Figure 1. Clock wiring as the flow saved it.
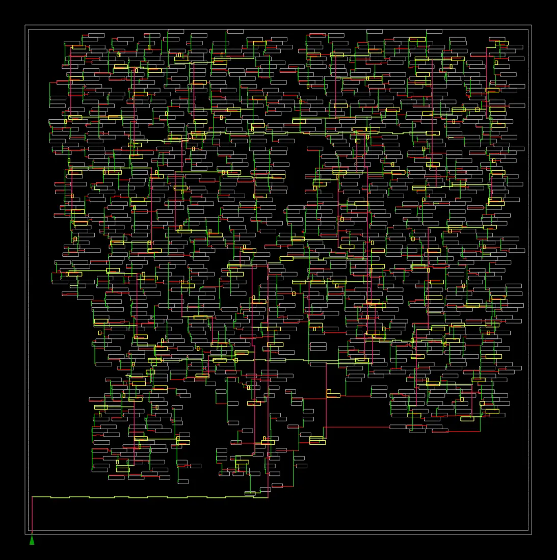
Figure 2. Close-up of the layout.
Window x 249 to 279, y 74 to 104 µm. Cells in gray, sequential cells in the stronger gray; small squares are vias.
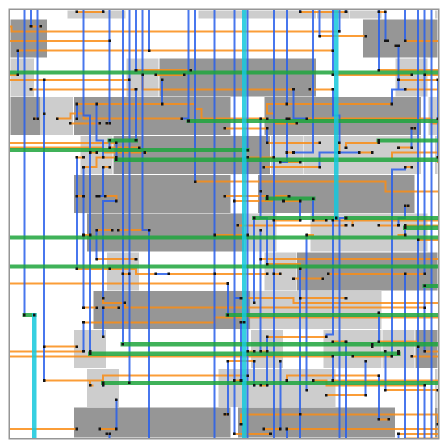
Figure 3. Routed clock nets over the placement.
Scale bar: 100 µm.
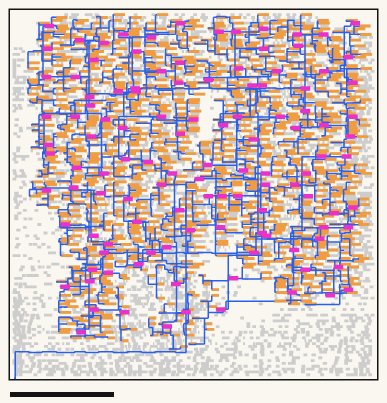
**src/rtl/mult_issue_ctrl.sv**
```systemverilog
// Issue scheduler and result buffer for the 4-stage pipelined 64-bit multiplier.
// Round-robin issue of two requesters, credit flow control, result FIFO with branch recovery.
module mult_issue_ctrl #(
    parameter int DEPTH = 8,
    parameter int LAT   = 4
) (
    input  logic        clock,
    input  logic        reset,
    input  logic        req0_valid,
    input  logic [63:0] req0_mplier,
    input  logic [63:0] req0_mcand,
    input  logic [5:0]  req0_dest,
    input  logic [3:0]  req0_bmask,
    input  logic [63:0] req0_npc,
    input  logic        req1_valid,
    input  logic [63:0] req1_mplier,
    input  logic [63:0] req1_mcand,
    input  logic [5:0]  req1_dest,
    input  logic [3:0]  req1_bmask,
    input  logic [63:0] req1_npc,
    output logic        gnt0,
    output logic        gnt1,
    output logic        mult_valid,
    output logic [63:0] mult_mplier,
    output logic [63:0] mult_mcand,
    output logic [5:0]  mult_dest,
    output logic [3:0]  mult_bmask,
    output logic [63:0] mult_npc,
    input  logic        mult_valid_out,
    input  logic [63:0] mult_product,
    input  logic [5:0]  mult_dest_out,
    input  logic [3:0]  mult_bmask_out,
    input  logic [63:0] mult_npc_out,
    input  logic        br_rec_en_1,
    input  logic        br_rec_en_2,
    input  logic [2:0]  br_marker_1,
    input  logic [2:0]  br_marker_2,
    input  logic        br_mispre_1,
    input  logic        br_mispre_2,
    output logic        cdb_req,
    input  logic        cdb_gnt,
    output logic [63:0] cdb_value,
    output logic [5:0]  cdb_dest,
    output logic [63:0] cdb_npc,
    output logic [3:0]  cdb_bmask,
    output logic [3:0]  mult_credits
);

    localparam int AW = $clog2(DEPTH);
    localparam int CW = $clog2(DEPTH + 1);

    function automatic logic [CW-1:0] f_ones(input logic [LAT-1:0] v);
        logic [CW-1:0] n;
        n = {CW{1'b0}};
        for (int i = 0; i < LAT; i++) begin
            n = n + CW'(v[i]);
        end
        return n;
    endfunction

    logic [LAT-1:0] r_shift;
    logic           r_rr;
    logic [AW-1:0]  r_head;
    logic [AW-1:0]  r_tail;
    logic [CW-1:0]  r_count;
    logic [63:0]    r_val [DEPTH];
    logic [5:0]     r_dst [DEPTH];
    logic [63:0]    r_npc [DEPTH];
    logic [3:0]     r_bm  [DEPTH];
    logic [DEPTH-1:0] r_sq;

    logic [CW-1:0]  w_credits;
    logic           w_can_issue;
    logic           w_gnt0;
    logic           w_gnt1;
    logic           w_issue;
    logic [3:0]     w_sel1;
    logic [3:0]     w_sel2;
    logic [3:0]     w_mis_mask;
    logic [3:0]     w_res_mask;
    logic           w_present;
    logic           w_head_hit;
    logic           w_cdb_req;
    logic           w_push;
    logic           w_pop;

    // Credits cover both in-flight ops and every buffered entry, so capture never overflows.
    assign w_credits   = CW'(DEPTH) - f_ones(r_shift) - r_count;
    assign w_can_issue = (w_credits != {CW{1'b0}});
    assign w_issue     = w_gnt0 | w_gnt1;

    assign w_sel1     = 4'b0001 << br_marker_1;
    assign w_sel2     = 4'b0001 << br_marker_2;
    assign w_mis_mask = ((br_rec_en_1 & br_mispre_1) ? w_sel1 : 4'b0000) |
                        ((br_rec_en_2 & br_mispre_2) ? w_sel2 : 4'b0000);
    assign w_res_mask = ((br_rec_en_1 & ~br_mispre_1) ? w_sel1 : 4'b0000) |
                        ((br_rec_en_2 & ~br_mispre_2) ? w_sel2 : 4'b0000);

    assign w_present  = (r_count != {CW{1'b0}});
    assign w_head_hit = |(r_bm[r_head] & w_mis_mask);
    assign w_cdb_req  = w_present & ~r_sq[r_head] & ~w_head_hit;
    assign w_push     = mult_valid_out;
    assign w_pop      = (w_cdb_req & cdb_gnt) | (w_present & r_sq[r_head]);

    // Round-robin arbitration between the two requesters.
    always_comb begin
        w_gnt0 = 1'b0;
        w_gnt1 = 1'b0;
        if (w_can_issue) begin
            if (req0_valid && req1_valid) begin
                if (r_rr) begin
                    w_gnt1 = 1'b1;
                end else begin
                    w_gnt0 = 1'b1;
                end
            end else if (req0_valid) begin
                w_gnt0 = 1'b1;
            end else if (req1_valid) begin
                w_gnt1 = 1'b1;
            end else begin
                w_gnt0 = 1'b0;
            end
        end else begin
            w_gnt1 = 1'b0;
        end
    end

    // Issue mux; requester 0 fields are presented whenever requester 1 is not granted.
    always_comb begin
        mult_mplier = req0_mplier;
        mult_mcand  = req0_mcand;
        mult_dest   = req0_dest;
        mult_bmask  = req0_bmask;
        mult_npc    = req0_npc;
        if (w_gnt1) begin
            mult_mplier = req1_mplier;
            mult_mcand  = req1_mcand;
            mult_dest   = req1_dest;
            mult_bmask  = req1_bmask;
            mult_npc    = req1_npc;
        end else begin
            mult_valid_dummy_keep();
        end
    end

    function automatic void mult_valid_dummy_keep();
    endfunction

    assign gnt0         = w_gnt0;
    assign gnt1         = w_gnt1;
    assign mult_valid   = w_issue;
    assign mult_credits = 4'(w_credits);

    assign cdb_req   = w_cdb_req;
    assign cdb_value = r_val[r_head];
    assign cdb_dest  = r_dst[r_head];
    assign cdb_npc   = r_npc[r_head];
    assign cdb_bmask = r_bm[r_head] & ~w_res_mask;

    // Issue shift register, arbitration pointer and FIFO pointers.
    always_ff @(posedge clock) begin
        if (reset) begin
            r_shift <= {LAT{1'b0}};
            r_rr    <= 1'b0;
            r_head  <= {AW{1'b0}};
            r_tail  <= {AW{1'b0}};
            r_count <= {CW{1'b0}};
        end else begin
            r_shift <= {r_shift[LAT-2:0], w_issue};
            if (w_gnt0) begin
                r_rr <= 1'b1;
            end else if (w_gnt1) begin
                r_rr <= 1'b0;
            end else begin
                r_rr <= r_rr;
            end
            if (w_push) begin
                r_tail <= r_tail + AW'(1'b1);
            end else begin
                r_tail <= r_tail;
            end
            if (w_pop) begin
                r_head <= r_head + AW'(1'b1);
            end else begin
                r_head <= r_head;
            end
            r_count <= r_count + CW'(w_push) - CW'(w_pop);
        end
    end

    // Result storage: recovery on every entry, then capture at the tail with same-cycle recovery.
    always_ff @(posedge clock) begin
        if (reset) begin
            r_sq <= {DEPTH{1'b0}};
            for (int i = 0; i < DEPTH; i++) begin
                r_val[i] <= 64'd0;
                r_dst[i] <= 6'd0;
                r_npc[i] <= 64'd0;
                r_bm[i]  <= 4'd0;
            end
        end else begin
            for (int i = 0; i < DEPTH; i++) begin
                r_bm[i] <= r_bm[i] & ~w_res_mask;
                r_sq[i] <= r_sq[i] | (|(r_bm[i] & w_mis_mask));
            end
            if (w_push) begin
                r_val[r_tail] <= mult_product;
                r_dst[r_tail] <= mult_dest_out;
                r_npc[r_tail] <= mult_npc_out;
                r_bm[r_tail]  <= mult_bmask_out & ~w_res_mask;
                r_sq[r_tail]  <= |(mult_bmask_out & w_mis_mask);
            end else begin
                r_sq[r_tail] <= r_sq[r_tail] | (|(r_bm[r_tail] & w_mis_mask));
            end
        end
    end

endmodule

```
**config.mk**
```make
export PLATFORM = sky130hd
export DESIGN_NAME = mult_issue_ctrl
export DESIGN_NICKNAME = d
export VERILOG_FILES = /design/src/rtl/mult_issue_ctrl.sv
export SDC_FILE = /design/constraint.sdc
export NUM_CORES = 2
export LEC_CHECK = 0
export CAP_MARGIN = 20
export CORE_AREA = 2 2 350 352
export DETAILED_ROUTE_END_ITERATION = 12
export DIE_AREA = 0 0 352 354
export GPL_TIMING_DRIVEN = 0
export PLACE_DENSITY = 0.66
export SLEW_MARGIN = 40
export SYNTH_ARGS = -nofsm -noshare
export SYNTH_HDL_FRONTEND = slang
export SYNTH_SLANG_ARGS = --single-unit
```
**constraint.sdc**
```tcl
create_clock -name clock -period 6.6 [get_ports clock]
set_clock_uncertainty 0.1 [all_clocks]
set_input_delay 0.99 -clock clock [delete_from_list [all_inputs] [get_ports clock]]
set_output_delay 0.99 -clock clock [all_outputs]
set_load 0.005 [all_outputs]
```
==> flow_summary.json <==
{
  "post-route-min-period_ps": 6430,
  "mux_area_frac": 0.198,
  "grt_pass1_wl_um": 284000,
  "register_area_mm2": 0.0334,
  "powerDensity_mw_per_mm2": 315,
  "worstMarginPinSlew_ps": 847,
  "cts_buffer_depth": 3,
  "htreeDepth": 3,
  "cpMostUsedCell": "inv_1",
  "wirelength_um": 210000,
  "syn-mean-instance-area_um2": 15.8,
  "hold_viol": 0,
  "crit_path_end_kind": "primary output",
  "pwr-share-comb": 0.321,
  "highest_layer": "met5",
  "die_h_um": 354,
  "final_cell_mix": "and2_1 (1076), edfxtp_1 (1072), clkdlybuf4s50_1 (900)",
  "vias": 34500,
  "coreArea_mm2": 0.121,
  "slew_headroom": 0.435,
  "startpoint_type": "flip-flop",
  "p_comb_uw": 6990,
  "drv_cap": 0,
  "wl_met3_um": 22100,
  "ys.flops": 1133,
  "r2r_end": "r_rr",
  "comb_share": 0.273,
  "max_stage_delay_ps": 660,
  "hold_start": "r_rr",
  "min_path_type": "flip-flop to flip-flop",
  "async_flop_share": 0,
  "busiest_layer": "met2",
  "drv_slew": 0,
  "reg2reg_slack_ps": 2830,
  "swShare": 0.289,
  "drt-initial-drc-count": 3982,
  "top_logic_kind": "multiplexers",
  "critPathMaxFanout": 10,
  "slowest_stage": "clkdlybuf4s50_1",
  "yosys_cells": 3366,
  "drc": 0,
  "drtAntennaViolNets": 0,
  "cts_tree": "done",
  "hold_path_depth": 2,
  "aoi_share": 0.00993,
  "detail_route.vias_per_cell": 5.57,
  "hold_slack_ps": 375,
  "synthesis.area_mm2": 0.0533,
  "powerSeq_uw": 8370,
  "fmax_ghz": 0.155,
  "cp.arrival_ps": 5340,
  "critPathTopFamily": "buffers and inverters",
  "finalSetupViolations": 0,
  "met1_length_um": 79900,
  "logic_gates": 1967,
  "cts_hold_buf": 0,
  "grt-ovfl-total": 0,
  "final-clk-cell-share": 0.0528,
  "globalRouteMet1Util": 0.430,
  "dr_wl_met2_um": 101000,
  "mostFrequentLayoutCell": "and2_1",
  "chipArea_mm2": 0.125,
  "hold_end": "r_rr",
  "leakage_uw": 0.0249,
  "wl_per_cell_um": 33.8,
  "inv_count": 20,
  "edf_count": 1072,
  "rsz0062_at_grt": "no",
  "grt_pass1_vias": 33900,
  "warnings": 28,
  "adder_share": 0.00408,
  "fillers": 9607,
  "top_area_frac": 0.604,
  "logic_area_mm2": 0.0188,
  "syn_nets": 3939,
  "p_seq_frac": 0.384,
  "grt_max_degree": 49,
  "buf_share": 0.158,
  "yosysMostFrequentCell": "and2_1",
  "track_usage": 0.333,
  "final_util": 0.571,
  "status": "finished, final reports clean",
  "initCoreUtil": 0.441,
  "ys_warn_count": 0,
  "antenna_found_initial": 104,
  "buffers": 1186,
  "diodes": 65,
  "ir_worst_vdd_v": 0.000277,
  "p_clk_frac": 0.295,
  "power-top-group": "registers",
  "grtUsageMet3": 0.104,
  "reg2reg_depth": 15,
  "drive_gt1_frac": 0.179,
  "seq_area_frac": 0.484,
  "clkTransAtPathRegs_ps": 60,
  "num_rows": 128,
  "worst-path-buf-inv": 6,
  "synth_area_leader_cell": "edfxtp_1",
  "ff_type": "edfxtp_1",
  "synthSimpleGateAreaFrac": 0.139,
  "n_clock_buffer": 135,
  "nNetsFinal": 4997,
  "switching_power_uw": 6280,
  "die_w_um": 352,
  "common_cells": "and2_1 (1076), edfxtp_1 (1072), mux4_2 (280), mux2_2 (197), mux2_1 (145)",
  "topCellsByArea": "edfxtp_1 (60%), and2_1 (13%), mux4_2 (12%)",
  "drt-pass1-iter-count": 6,
  "synth_cells": 3366,
  "routabilityCongestion": 1.02,
  "power_report.internal_total_uw": 15500,
  "r2r-start": "r_shift[0]",
  "cp_cell_sequence": "fa_1 > inv_1 > ha_1 > inv_1 > fa_1 > inv_1 > ha_1 > xnor2_1 > xnor2_1 > or4_1 > nand3_2 > buf_2 > buf_2 > mux2_1 > clkdlybuf4s50_1",
  "synth.lib_cells_used.distinct": 49,
  "worstSetupPathType": "flip-flop to primary output",
  "use_met2": 0.548,
  "ys_seq_frac": 0.627,
  "required_ps": 5510,
  "ys_sh_xor": 0.00115,
  "dominant-cell-class": "registers",
  "n_tap_cell": 1625,
  "portBuffers": 900,
  "area_delta_synth_final_pct": 29.6,
  "dpl.hpwl_um": 160000
}
About Figure 1:
Late-Pin Clk Latency: 720 ps
Clock group: 6410 µW
flop count: 1133
CTS Buf Count: 116
Sink Count: 1133

About Figure 2:
metal 4: drawn in cyan. metal 2: drawn in blue. metal 3: drawn in green. metal 1: drawn in orange.
29 logic cells have their middle in the window. Sequential cells in the window: 11. Most frequent: and2_1 (13), edfxtp_1 (11), mux4_2 (3). Netlist names of flops here include r_val (11).

About Figure 3:
clock drivers: drawn in magenta, count 116. flip-flops: drawn in orange, count 1133. clock wires: drawn in blue, length 13700 µm.
There are 117 routed clock nets.

==> worst min-delay path: stages (launching register included) <==
cell and delay, ps:
dfxtp_1 320, nand2_1 50, a21oi_1 60
==> what timing repair did <==
item                       4_1_cts  5_1_grt
gates resized                    1        1
setup endpoints to repair        3        1
buffers inserted                 0        0
==> cells by family (layout without fill, tap and decap cells) <==
| family | Yosys count | in the layout |
|---|---|---|
| AOI/OAI and AO/OA | 72 | 72 |
| xor gates and xnor gates | 7 | 7 |
| adders and majority gates | 15 | 15 |
| buffers and inverters | 266 | 1413 |
| DFF | 1133 | 1133 |
| muxes | 657 | 657 |
| other | 0 | 65 |
| and+or+nand+nor | 1216 | 1216 |
==> worst max path at each step <==
stage / from / endpoint / slack, ps / depth (start not counted)
after global placement: reset / r_val[7][22] / -3270 / 4
after CTS: r_shift[0] / mult_npc[61] / 150 / 15
after detailed placement: r_shift[0] / mult_npc[61] / 680 / 15
after global routing: r_shift[0] / mult_mcand[40] / 50 / 15
after floorplan: reset / r_dst[3][0] / 940 / 4
final: r_shift[0] / mult_mcand[40] / 170 / 15
==> through the flow <==
step	power [µW]	worst slack (ps)	std cells	instance area, µm²	TNS, ps
CTS	21900	151	6137	68900	0
finish	21800	168	6203	69100	0
global route	22400	50.5	6154	69000	0
detailed placement	15500	681	5930	65300	0
global placement	15500	-3270	5891	64400	-1892750
floorplan	11900	943	3366	53300	0
==> sequential cells by signal (all words and copies together), names as in the netlist, 3 cells and up, named ones only <==
signal / flops
r_npc: 512
r_val: 512
r_dst: 48
r_bm: 32
r_sq: 8
r_count: 4
r_shift: 4
r_head: 3
r_tail: 3
Power is estimated from default activity; no workload was simulated.
